[config.mk]
export PLATFORM = sky130hd
export DESIGN_NAME = seg7_scan_decoder
export DESIGN_NICKNAME = d
export VERILOG_FILES = /design/src/rtl/seg7_scan_decoder.sv
export SDC_FILE = /design/constraint.sdc
export NUM_CORES = 1
export LEC_CHECK = 0
export CAP_MARGIN = 0
export CORE_MARGIN = 1
export CORE_UTILIZATION = 51
export CTS_CLUSTER_DIAMETER = 80
export DETAILED_ROUTE_END_ITERATION = 7
export PLACE_DENSITY_LB_ADDON = 0.05
export SLEW_MARGIN = 20
export SYNTH_ARGS = -nofsm -noshare
export SYNTH_HDL_FRONTEND = slang
export SYNTH_SLANG_ARGS = --single-unit
[constraint.sdc]
create_clock -name clk -period 2.3 [get_ports clk]
set_input_delay 0.46 -clock clk [delete_from_list [all_inputs] [get_ports clk]]
set_output_delay 0.46 -clock clk [all_outputs]
set_load 0.02 [all_outputs]
[src/rtl/seg7_scan_decoder.sv]
`default_nettype none
// ============================================================================
// Module   : seg7_scan_decoder
// Function : Samples a scanned active-low 7-segment bus, waits for each
//            pattern to settle, and decodes it back to a per-digit value.
// Revision : 1.0 - initial release
// ============================================================================
module seg7_scan_decoder #(
    parameter int NDIG   = 4,
    parameter int STABLE = 4
) (
    input  logic              clk,
    input  logic              rst_n,
    input  logic [6:0]        seg_in,
    input  logic [NDIG-1:0]   dig_sel,
    output logic [4*NDIG-1:0] digits_out,
    output logic [NDIG-1:0]   digit_valid,
    output logic              update,
    output logic              err
);

    localparam int            CW      = $clog2(STABLE + 1);
    localparam int            SW      = NDIG + 7;
    localparam logic [CW-1:0] C_LAST  = CW'(STABLE - 1);
    localparam logic [CW-1:0] C_MAX   = CW'(STABLE);
    localparam logic [SW-1:0] C_S_RST = {{NDIG{1'b0}}, 7'h7F};

    typedef enum logic [0:0] {
        ST_CHANGING = 1'b0,
        ST_LOCKED   = 1'b1
    } state_t;

    state_t            state_q, state_d;
    logic [SW-1:0]     s_q, s_d;
    logic [CW-1:0]     cnt_q, cnt_d;
    logic [4*NDIG-1:0] digits_q, digits_d;
    logic [NDIG-1:0]   valid_q, valid_d;
    logic              update_q, update_d;
    logic              err_q, err_d;

    logic [SW-1:0]     w_in;
    logic              w_same;
    logic              w_accept;
    logic              w_onehot;
    logic              w_legal;
    logic              w_blank;
    logic [3:0]        w_val;

    assign w_in     = {dig_sel, seg_in};
    assign w_same   = (w_in == s_q);
    assign w_accept = w_same && (state_q == ST_CHANGING) && (cnt_q == C_LAST);
    assign w_onehot = (dig_sel != '0) && ((dig_sel & (dig_sel - NDIG'(1))) == '0);
    assign w_blank  = (seg_in == 7'h7F);

    always_comb begin
        w_legal = 1'b1;
        w_val   = 4'h0;
        case (seg_in)
            7'b1000000: w_val = 4'd0;
            7'b1111001: w_val = 4'd1;
            7'b0100100: w_val = 4'd2;
            7'b0110000: w_val = 4'd3;
            7'b0011001: w_val = 4'd4;
            7'b0010010: w_val = 4'd5;
            7'b0000010: w_val = 4'd6;
            7'b1011000: w_val = 4'd7;
            7'b0000000: w_val = 4'd8;
            7'b0010000: w_val = 4'd9;
            default:    w_legal = 1'b0;
        endcase
    end

    always_comb begin
        state_d  = state_q;
        s_d      = s_q;
        cnt_d    = cnt_q;
        digits_d = digits_q;
        valid_d  = valid_q;
        update_d = 1'b0;
        err_d    = 1'b0;

        // Any change restarts the run; an unchanged sample counts up and saturates.
        if (!w_same) begin
            s_d     = w_in;
            cnt_d   = '0;
            state_d = ST_CHANGING;
        end else if (cnt_q != C_MAX) begin
            cnt_d = cnt_q + CW'(1);
        end

        if (w_accept) begin
            state_d = ST_LOCKED;
            if (w_onehot) begin
                if (w_legal || w_blank) begin
                    update_d = 1'b1;
                    for (int i = 0; i < NDIG; i++) begin
                        if (dig_sel[i]) begin
                            digits_d[4*i +: 4] = w_blank ? 4'hF : w_val;
                            valid_d[i]         = !w_blank;
                        end
                    end
                end else begin
                    err_d = 1'b1;
                end
            end
        end
    end

    always_ff @(posedge clk or negedge rst_n) begin
        if (!rst_n) begin
            state_q  <= ST_CHANGING;
            s_q      <= C_S_RST;
            cnt_q    <= '0;
            digits_q <= '1;
            valid_q  <= '0;
            update_q <= 1'b0;
            err_q    <= 1'b0;
        end else begin
            state_q  <= state_d;
            s_q      <= s_d;
            cnt_q    <= cnt_d;
            digits_q <= digits_d;
            valid_q  <= valid_d;
            update_q <= update_d;
            err_q    <= err_d;
        end
    end

    assign digits_out  = digits_q;
    assign digit_valid = valid_q;
    assign update      = update_q;
    assign err         = err_q;

endmodule
`default_nettype wire

==> COMMIT_EDITMSG <==
Log flow metrics for this revision

- Status: finished, final reports clean
- The highest layer touched by signal routing is met4.
- Area of all placed cells without fillers: 2620 um2
- Post-CTS setup buffers: 0
- Arrival time reported for the critical path endpoint: 2.45 ns
- Average via count per standard cell: 5.21
* Number of clock buffers inserted by TritonCTS: 5
* Category of the most critical setup path: input port to register
* Wire length of the first global-routing pass: 6.39 mm
- Placed insts: 245
- Fin Clk Skew: 0.00672 ns
* Fraction of the yosys area taken by sequential cells: 48.4%
- According to the timing report, the critical path is launched from seg_in[1].
- Post-Syn Area: 1970 um2
- As logged by OpenROAD, the buffers inserted on ports number 34.
- Startpoint of the worst register-to-register path: s_q[0]$_DFFE_PN1P_
- Number of flip-flops and latches in the synthesized netlist: 37
* Inverters excl. clock: 3
* Clk_buf instances: 6
* Net total in the final layout: 220
* Die Width: 64.2 um
* Sequential Area: 955 um2
* Proportion of power drawn by flip-flops and latches: 49.0%
- Fraction of area in registers: 36.5%
* Post-detailed-placement half-perimeter wirelength: 2.89 mm
- Post-synth area from yosys stat: 1970 um2
- H-tree levels: 2
* Final-layout worst hold slack: 0.447 ns
- Looking at the power breakdown, combinational cells take 11.0% of the total.
- Among all stages on the critical path, the largest delay is contributed by sky130_fd_sc_hd__clkdlybuf4s50_1.
* Number of pins exceeding their max-slew limit in the final report: 0
- Number of antenna violations at the first check in global routing: 0
- The root buffer cell chosen for the clock tree is sky130_fd_sc_hd__clkbuf_8.
* Critical Path RT: 2.51 ns
- Final weighted congestion in routability-driven placement: 0.868
- STA classifies the critical path startpoint as an input port.
* Most numerous cell in the Yosys netlist: sky130_fd_sc_hd__dfstp_2
* Mi-comb count: 93
- Number of antenna-violating nets in the routed design: 0
* Total clock sinks: 37
* Highest-count logic cell in the final layout: sky130_fd_sc_hd__clkdlybuf4s50_1
* Startpoint of the lowest-slack hold path: seg_in[2]
- Walking the critical path from launch to capture passes 8 cell instances.
- Total negative slack for setup checks: 0 ns
* Pin slew with the least headroom to its limit: 0.463 ns
* Tightest Hold Check Type: input port to register
- Wire length on met2: 1.84 mm
- The netlist uses 43 different library cells.
[power by group through the flow]
stage          Clock (uW)  Combinational (uW)  Sequential [uW]
2_1_floorplan           0                88.2              683
3_3_place_gp            0                 148              683
3_5_place_dp            0                 151              684
4_1_cts               555                 152              673
5_1_grt               586                 164              674
6_report              550                 151              673
[state kept, by name, indices dropped and copies added (netlist names)]
name and cells:
state_q 1, digit_valid 4, digits_out 16, err 1, cnt_q 3, update 1, s_q 11
[cell families after synthesis]
logic type	after synthesis	synth area share (%)
AOI/OAI and AO/OA	20	11.5
xor gates and xnor gates	15	8.56
buffers and inverters	22	6.59
DFF	37	48.4
adders and majority gates	3	1.90
and+or+nand+nor	35	11.6
muxes	20	11.4
### Met1 routing

Drawn at 6 px/um. Supply wires on this layer in grey.
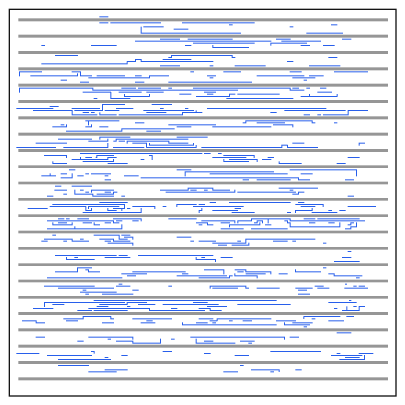
longest straight run = 30.4 um
main direction = horizontal
wire length on this layer = 1,760 um
share of all routed wire = 47%
global routing usage on met1: 27.7%
Via Count: 1,317
wire length after detailed routing: 3.78 mm

### Metal 2

Drawn at 4 px/um. Cells faint in the background.
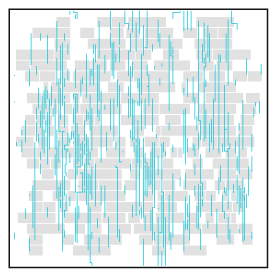
longest straight run = 29.9 um
wire length on this layer = 1,840 um
GRT met2 Usage: 32.8%

No activity file was given, so power comes from the tool's default toggle rates.
